`src/rtl/uart_frame_decoder_if.sv`:
```
// Frame input and decoded-word output stream of the UART frame decoder.
// The master drives frames and consumes words; the slave is the decoder.
interface uart_frame_decoder_if #(
    parameter int DATA_W  = 8,
    parameter int FRAME_W = 11
);
    logic [FRAME_W-1:0] frame_in;
    logic               frame_valid;
    logic [DATA_W-1:0]  data_out;
    logic               data_valid;
    logic               data_ready;

    modport master (
        output frame_in,
        output frame_valid,
        output data_ready,
        input  data_out,
        input  data_valid
    );

    modport slave (
        input  frame_in,
        input  frame_valid,
        input  data_ready,
        output data_out,
        output data_valid
    );
endinterface

```
`src/rtl/uart_frame_decoder.sv`:
```
// UART frame checker/decoder: validates start, parity and stop bits of a
// fully shifted-in frame, reassembles the LSB-first data word, buffers good
// words in a small first-word-fall-through FIFO and keeps saturating
// error/overrun counters plus one-cycle status pulses.
module uart_frame_decoder #(
    parameter int DATA_W     = 8,
    parameter int PARITY     = 1,
    parameter int STOP_BITS  = 1,
    parameter int FIFO_DEPTH = 4,
    parameter int CNT_W      = 8
) (
    input  logic                          clk,
    input  logic                          rst,
    uart_frame_decoder_if.slave           bus,
    output logic [$clog2(FIFO_DEPTH):0]   fifo_level,
    output logic                          frame_ok,
    output logic                          parity_err,
    output logic                          framing_err,
    output logic                          overrun,
    output logic [CNT_W-1:0]              parity_cnt,
    output logic [CNT_W-1:0]              framing_cnt,
    output logic [CNT_W-1:0]              overrun_cnt,
    input  logic                          clr_cnt
);
    localparam int PAR_BITS = (PARITY != 0) ? 1 : 0;
    localparam int FRAME_W  = 1 + DATA_W + PAR_BITS + STOP_BITS;
    localparam int PTR_W    = $clog2(FIFO_DEPTH);
    localparam int LVL_W    = PTR_W + 1;

    // ------------------------------------------------------------------
    // Frame field extraction (first-received bit sits at the MSB)
    // ------------------------------------------------------------------
    logic [DATA_W-1:0]    data_word;
    logic                 start_bit;
    logic [STOP_BITS-1:0] stop_bits;
    logic                 framing_bad;
    logic                 parity_bad;

    assign start_bit = bus.frame_in[FRAME_W-1];
    assign stop_bits = bus.frame_in[STOP_BITS-1:0];

    // d0 follows the start bit, so data bit gi lives gi positions below it.
    genvar gi;
    generate
        for (gi = 0; gi < DATA_W; gi++) begin : g_data_bit
            assign data_word[gi] = bus.frame_in[FRAME_W-2-gi];
        end
    endgenerate

    assign framing_bad = start_bit | ~(&stop_bits);

    generate
        if (PARITY == 0) begin : g_no_parity
            assign parity_bad = 1'b0;
        end else begin : g_parity
            logic parity_bit;
            logic data_xor;
            assign parity_bit = bus.frame_in[STOP_BITS];
            assign data_xor   = ^data_word;
            if (PARITY == 1) begin : g_even
                assign parity_bad = (data_xor != parity_bit);
            end else begin : g_odd
                assign parity_bad = (data_xor == parity_bit);
            end
        end
    endgenerate

    // ------------------------------------------------------------------
    // FIFO control
    // ------------------------------------------------------------------
    logic [DATA_W-1:0] mem_reg [FIFO_DEPTH];
    logic [PTR_W-1:0]  wr_ptr_reg;
    logic [PTR_W-1:0]  rd_ptr_reg;
    logic [LVL_W-1:0]  level_reg;
    logic [LVL_W-1:0]  level_next;

    logic fifo_full;
    logic fifo_pop;
    logic frame_good;
    logic fifo_push;
    logic frame_drop;

    assign fifo_full  = (level_reg == LVL_W'(FIFO_DEPTH));
    // An empty FIFO cannot be popped, so data_ready is ignored then even
    // if a word is being pushed in the same cycle.
    assign fifo_pop   = (level_reg != '0) & bus.data_ready;
    assign frame_good = bus.frame_valid & ~framing_bad & ~parity_bad;
    // When full, a simultaneous pop frees the slot the push needs.
    assign fifo_push  = frame_good & (~fifo_full | fifo_pop);
    assign frame_drop = frame_good & ~fifo_push;

    // Next entry count from the push/pop pair.
    always_comb begin
        level_next = level_reg;
        case ({fifo_push, fifo_pop})
            2'b10:   level_next = level_reg + LVL_W'(1);
            2'b01:   level_next = level_reg - LVL_W'(1);
            default: level_next = level_reg;
        endcase
    end

    // Storage: entries are cleared on reset so data_out reads 0 afterwards.
    always_ff @(posedge clk) begin
        for (int i = 0; i < FIFO_DEPTH; i++) begin
            if (rst) begin
                mem_reg[i] <= '0;
            end else if (fifo_push && (wr_ptr_reg == PTR_W'(i))) begin
                mem_reg[i] <= data_word;
            end
        end
    end

    // Pointers wrap naturally because the depth is a power of two.
    always_ff @(posedge clk) begin
        if (rst) begin
            wr_ptr_reg <= '0;
            rd_ptr_reg <= '0;
            level_reg  <= '0;
        end else begin
            if (fifo_push) wr_ptr_reg <= wr_ptr_reg + PTR_W'(1);
            if (fifo_pop)  rd_ptr_reg <= rd_ptr_reg + PTR_W'(1);
            level_reg <= level_next;
        end
    end

    assign bus.data_out   = mem_reg[rd_ptr_reg];
    assign bus.data_valid = (level_reg != '0);
    assign fifo_level     = level_reg;

    // ------------------------------------------------------------------
    // Status pulses and saturating counters
    // ------------------------------------------------------------------
    logic             frame_ok_reg;
    logic             parity_err_reg;
    logic             framing_err_reg;
    logic             overrun_reg;
    logic [CNT_W-1:0] parity_cnt_reg;
    logic [CNT_W-1:0] framing_cnt_reg;
    logic [CNT_W-1:0] overrun_cnt_reg;

    logic parity_ev;
    logic framing_ev;

    assign parity_ev  = bus.frame_valid & parity_bad;
    assign framing_ev = bus.frame_valid & framing_bad;

    // One-cycle pulses for the frame seen at this edge.
    always_ff @(posedge clk) begin
        if (rst) begin
            frame_ok_reg    <= 1'b0;
            parity_err_reg  <= 1'b0;
            framing_err_reg <= 1'b0;
            overrun_reg     <= 1'b0;
        end else begin
            frame_ok_reg    <= fifo_push;
            parity_err_reg  <= parity_ev;
            framing_err_reg <= framing_ev;
            overrun_reg     <= frame_drop;
        end
    end

    // Counters stick at all-ones; a clear drops any coincident event.
    always_ff @(posedge clk) begin
        if (rst || clr_cnt) begin
            parity_cnt_reg  <= '0;
            framing_cnt_reg <= '0;
            overrun_cnt_reg <= '0;
        end else begin
            if (parity_ev && (parity_cnt_reg != '1))
                parity_cnt_reg <= parity_cnt_reg + CNT_W'(1);
            if (framing_ev && (framing_cnt_reg != '1))
                framing_cnt_reg <= framing_cnt_reg + CNT_W'(1);
            if (frame_drop && (overrun_cnt_reg != '1))
                overrun_cnt_reg <= overrun_cnt_reg + CNT_W'(1);
        end
    end

    assign frame_ok    = frame_ok_reg;
    assign parity_err  = parity_err_reg;
    assign framing_err = framing_err_reg;
    assign overrun     = overrun_reg;
    assign parity_cnt  = parity_cnt_reg;
    assign framing_cnt = framing_cnt_reg;
    assign overrun_cnt = overrun_cnt_reg;

endmodule

```
`src/flat_wrapper.sv`:
```
// flat-port wrapper written by rule: the top's interface ports become plain ports
module uart_frame_decoder_flat 
#(
    parameter int DATA_W     = 8,
    parameter int PARITY     = 1,
    parameter int STOP_BITS  = 1,
    parameter int FIFO_DEPTH = 4,
    parameter int CNT_W      = 8
)
  (clk, rst, fifo_level, frame_ok, parity_err, framing_err, overrun, parity_cnt, framing_cnt, overrun_cnt, clr_cnt, bus_frame_in, bus_frame_valid, bus_data_ready, bus_data_out, bus_data_valid);
  uart_frame_decoder_if #(.DATA_W(DATA_W), .FRAME_W(11)) bus_i ();
  input  logic clk;
  input  logic rst;
  output logic [$clog2(FIFO_DEPTH):0] fifo_level;
  output logic frame_ok;
  output logic parity_err;
  output logic framing_err;
  output logic overrun;
  output logic [CNT_W-1:0] parity_cnt;
  output logic [CNT_W-1:0] framing_cnt;
  output logic [CNT_W-1:0] overrun_cnt;
  input  logic clr_cnt;
  input wire logic [$bits(bus_i.frame_in)-1:0] bus_frame_in;
  input wire logic [$bits(bus_i.frame_valid)-1:0] bus_frame_valid;
  input wire logic [$bits(bus_i.data_ready)-1:0] bus_data_ready;
  output wire logic [$bits(bus_i.data_out)-1:0] bus_data_out;
  output wire logic [$bits(bus_i.data_valid)-1:0] bus_data_valid;
  assign bus_i.frame_in = bus_frame_in;
  assign bus_i.frame_valid = bus_frame_valid;
  assign bus_i.data_ready = bus_data_ready;
  assign bus_data_out = bus_i.data_out;
  assign bus_data_valid = bus_i.data_valid;
  uart_frame_decoder #(.DATA_W(DATA_W), .PARITY(PARITY), .STOP_BITS(STOP_BITS), .FIFO_DEPTH(FIFO_DEPTH), .CNT_W(CNT_W)) u_core (.clk(clk), .rst(rst), .bus(bus_i), .fifo_level(fifo_level), .frame_ok(frame_ok), .parity_err(parity_err), .framing_err(framing_err), .overrun(overrun), .parity_cnt(parity_cnt), .framing_cnt(framing_cnt), .overrun_cnt(overrun_cnt), .clr_cnt(clr_cnt));
endmodule
```
`config.mk`:
```
export PLATFORM = sky130hd
export DESIGN_NAME = uart_frame_decoder_flat
export DESIGN_NICKNAME = d
export VERILOG_FILES = /design/src/rtl/uart_frame_decoder_if.sv /design/src/rtl/uart_frame_decoder.sv /design/src/flat_wrapper.sv
export SDC_FILE = /design/constraint.sdc
export NUM_CORES = 1
export LEC_CHECK = 0
export CORE_MARGIN = 2
export CORE_UTILIZATION = 26
export CTS_BUF_LIST = sky130_fd_sc_hd__clkbuf_8
export CTS_CLUSTER_DIAMETER = 200
export DETAILED_ROUTE_END_ITERATION = 8
export GPL_ROUTABILITY_DRIVEN = 0
export PLACE_DENSITY_LB_ADDON = 0.12
export SYNTH_ARGS = -nofsm -noshare
export SYNTH_HDL_FRONTEND = slang
export SYNTH_SLANG_ARGS = --single-unit
```
`constraint.sdc`:
```
create_clock -name clk -period 2.7 [get_ports clk]
set_input_delay 0.54 -clock clk [delete_from_list [all_inputs] [get_ports clk]]
set_output_delay 0.54 -clock clk [all_outputs]
set_load 0.01 [all_outputs]
```
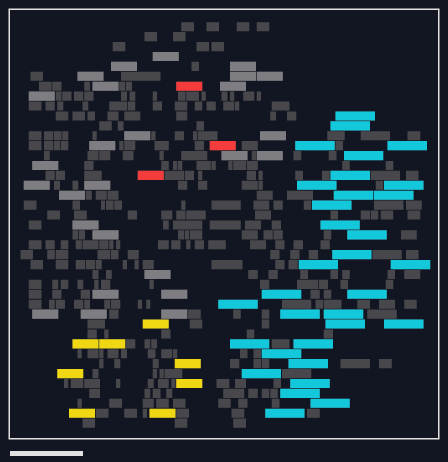
Run 1: sequential cells grouped by signal name
The bar under the picture is 20 µm long.
| color | netlist name | flops |
|---|---|---|
| red | u_core.fifo_level | 3 |
| cyan | u_core.mem_reg | 32 |
| yellow | u_core.framing_cnt | 8 |
Layout Utilization: 36.08%
FF/Latch Area: 0.001702 mm²
Flop+latch power: 1.21 mW

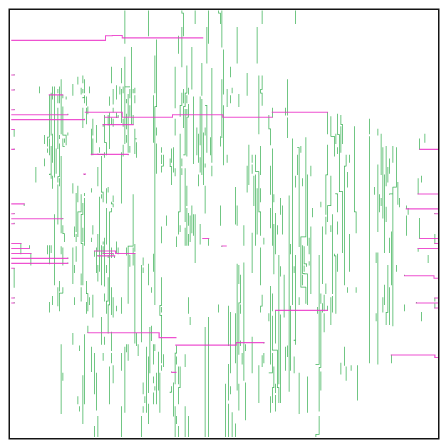
Run 1: wiring by layer
Only two layers are drawn.
| color | layer | wire length |
|---|---|---|
| magenta | metal 3 | 401 µm |
| green | metal 2 | 3840 µm |
final WL: 7894 µm
vias post-DR: 2527
Routed WL per cell: 14.17 µm
Global Route Usage Sum: 12.23%

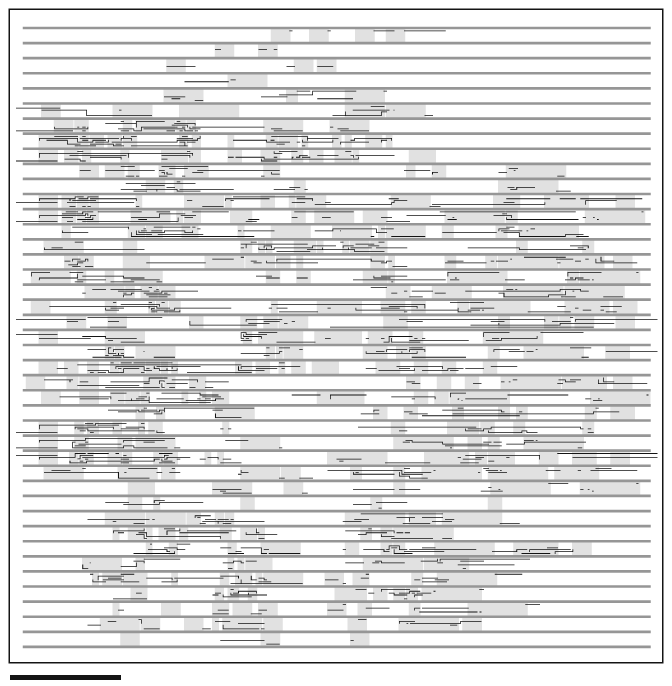
Run 1: signal wires on met1
The bar under the picture is 20 µm long. Supply wires on this layer in gray. Cells faint in the background.
share of all routed wire: 44%
wire length on this layer: 3500 µm
main direction: horizontal
nets with wire on the layer: 368
longest straight run: 47.4 µm
global routing met1 resource utilization: 14.89%

-- run 1: report_power, final --
part	internal, mW	switching [mW]
sequential	1.16	0.0512
combinational	0.427	0.336
clock	0.418	0.407
-- run 1: how the worst min path moves through the flow --
stage | end | slack [ns] | start
2_1_floorplan | register | 0.48 | u_core.rd_ptr_reg[1]
3_3_place_gp | u_core.overrun_cnt[5] | 0.48 | u_core.overrun_cnt[5]
3_5_place_dp | u_core.parity_cnt[5] | 0.49 | u_core.parity_cnt[5]
4_1_cts | u_core.overrun_cnt[5] | 0.50 | u_core.overrun_cnt[5]
5_1_grt | u_core.overrun_cnt[5] | 0.53 | u_core.overrun_cnt[5]
6_report | u_core.overrun_cnt[5] | 0.49 | u_core.overrun_cnt[5]
==> summary.txt, run 1 <==
Hold Path Depth - 2
number of enable flip-flop cells - 32
Setup crit end kind - register
CP Launch Point - bus_frame_in[3]
met1 WL - 3500 µm
maximum fanout along the worst path - 2
Clock Root Buffer - clkbuf_8
Init Core Util - 26.53%
Syn Area/Cell - 11.47 µm²
total die size - 0.01380 mm²
HP Class - register to register
post-synthesis cell type with the largest combined area - edfxtp_1
Layout area overhead - 35.99%
outcome - completed
clk sinks - 69
Cell Count, Final, Fillers Out - 557
Max Cap Viol - 0
vias in the first global route - 2456
CTS max path bufs - 2
Synth Instances - 292
post-synthesis xor/xnor area fraction - 5.755%
Min Hold Slack - 0.4944 ns
Tap Cells - 172
Rel. slew slack - 54.06%
dpl cells - 542
most numerous cell in the Yosys netlist - dfxtp_1
slowest CP cell - clkdlybuf4s50_1
first-pass GRT wire length - 13020 µm
H-tree levels - 3
Run 1, port wiring:
The bar under the picture is 20 µm long.
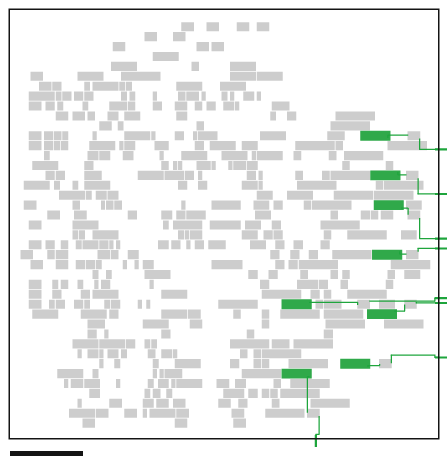

==> run 1 -> run 2 <==
--- a/config.mk
+++ b/config.mk
@@ -6,7 +6,7 @@
 export NUM_CORES = 1
 export LEC_CHECK = 0
 export CORE_MARGIN = 2
-export CORE_UTILIZATION = 26
+export CORE_UTILIZATION = 45
 export CTS_BUF_LIST = sky130_fd_sc_hd__clkbuf_8
 export CTS_CLUSTER_DIAMETER = 200
 export DETAILED_ROUTE_END_ITERATION = 8
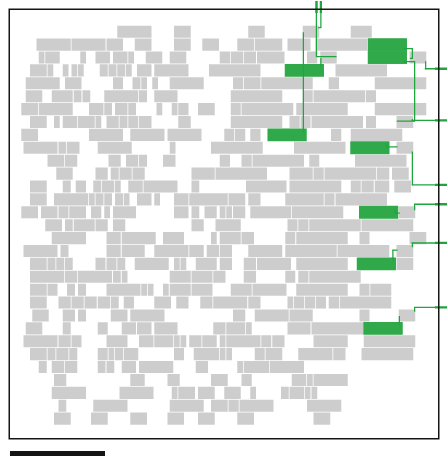
Run 2: port wiring
The bar under the picture is 20 µm long.
| color | port | bits | direction | edge | end cells | buffers | wire |
|---|---|---|---|---|---|---|---|
| green | bus_data_out | 8 | output | 6 right, 2 top | 8 | 8 | 110 µm |
# IOs: 56
Buffers on Ports: 55

==> run 2 against run 1 <==
Net effect:
- first-iteration DRC count is 26% lower
- worst setup slack worse by 0.074 ns
- global-route usage up 5.5 points
- clock power grew 9.9%
- critical endpoint unchanged
- critical path depth is the same
- non-clock buffer count decreased by 2
- routed wire length is 13% lower
- die area fell by 41%
- critical path type unchanged
- register-to-register slack lost 0.06 ns
- fmax fell by 2.8%
- clock skew barely moved
- utilization rose by 26 points
==> summary.txt, run 2 <==
outcome - completed
P_int - 2.117 mW
first-pass GRT wire length - 11610 µm
post-synthesis cell type with the largest combined area - edfxtp_1
Tap Cells - 99
Syn Area/Cell - 11.47 µm²
Min Hold Slack - 0.4989 ns
most numerous cell in the Yosys netlist - dfxtp_1
Routed WL per cell - 14.24 µm
final WL - 6876 µm
dpl cells - 467
Layout area overhead - 34.53%
logic gate share of total power - 26.8%
vias in the first global route - 2373
vias post-DR - 2497
clk sinks - 69
met1 WL - 3093 µm
Global Route Usage Sum - 17.76%
clk tree area frac - 4.750%
FF/Latch Area - 0.001702 mm²
clock power share - 31.4%
Max Cap Viol - 0
Hold Path Depth - 2
die y size - 90.26 µm
Clock Skew - 0.008191 ns
post-synthesis xor/xnor area fraction - 5.755%
floorplan net count - 316
Setup crit end kind - register
Cell Count, Final, Fillers Out - 483
Rel. slew slack - 27.16%
maximum fanout along the worst path - 2
P_sw - 0.7699 mW
Synth Instances - 292
H-tree levels - 3
Init Core Util - 46.41%
Sequential Power Share - 41.8%
Post-CTS Hold Fix Bufs - 0
number of enable flip-flop cells - 32
global routing met1 resource utilization - 23.37%
HP Start - u_core.parity_cnt[5]
Layout Utilization - 62.43%
asr flop ratio synth - 0%
HP Class - register to register
Clock Root Buffer - clkbuf_8
CTS max path bufs - 2
-- run 2: cell counts after synthesis --
Identical to the previous run, type by type.
-- run 2: power groups by stage --
stage                     Sequential (mW)  Clock, mW  Combinational [mW]
final                                1.21      0.908               0.773
after global routing                 1.22      0.976               0.834
after CTS                            1.21      0.929               0.779
after detailed placement             1.23          0               0.776
after global placement               1.23          0               0.767
after floorplan                      1.22          0               0.424
-- run 2: worst max-delay path, stage by stage --
cell	delay [ns]
clkdlybuf4s50_1	0.52
xnor2_2	0.13
xnor3_2	0.46
mux2_4	0.22
nor2_1	0.05
fa_1	0.38
nand2_1	0.08
a2bb2oi_2	0.14
mux2_2	0.34
Power is estimated from default activity; no workload was simulated.
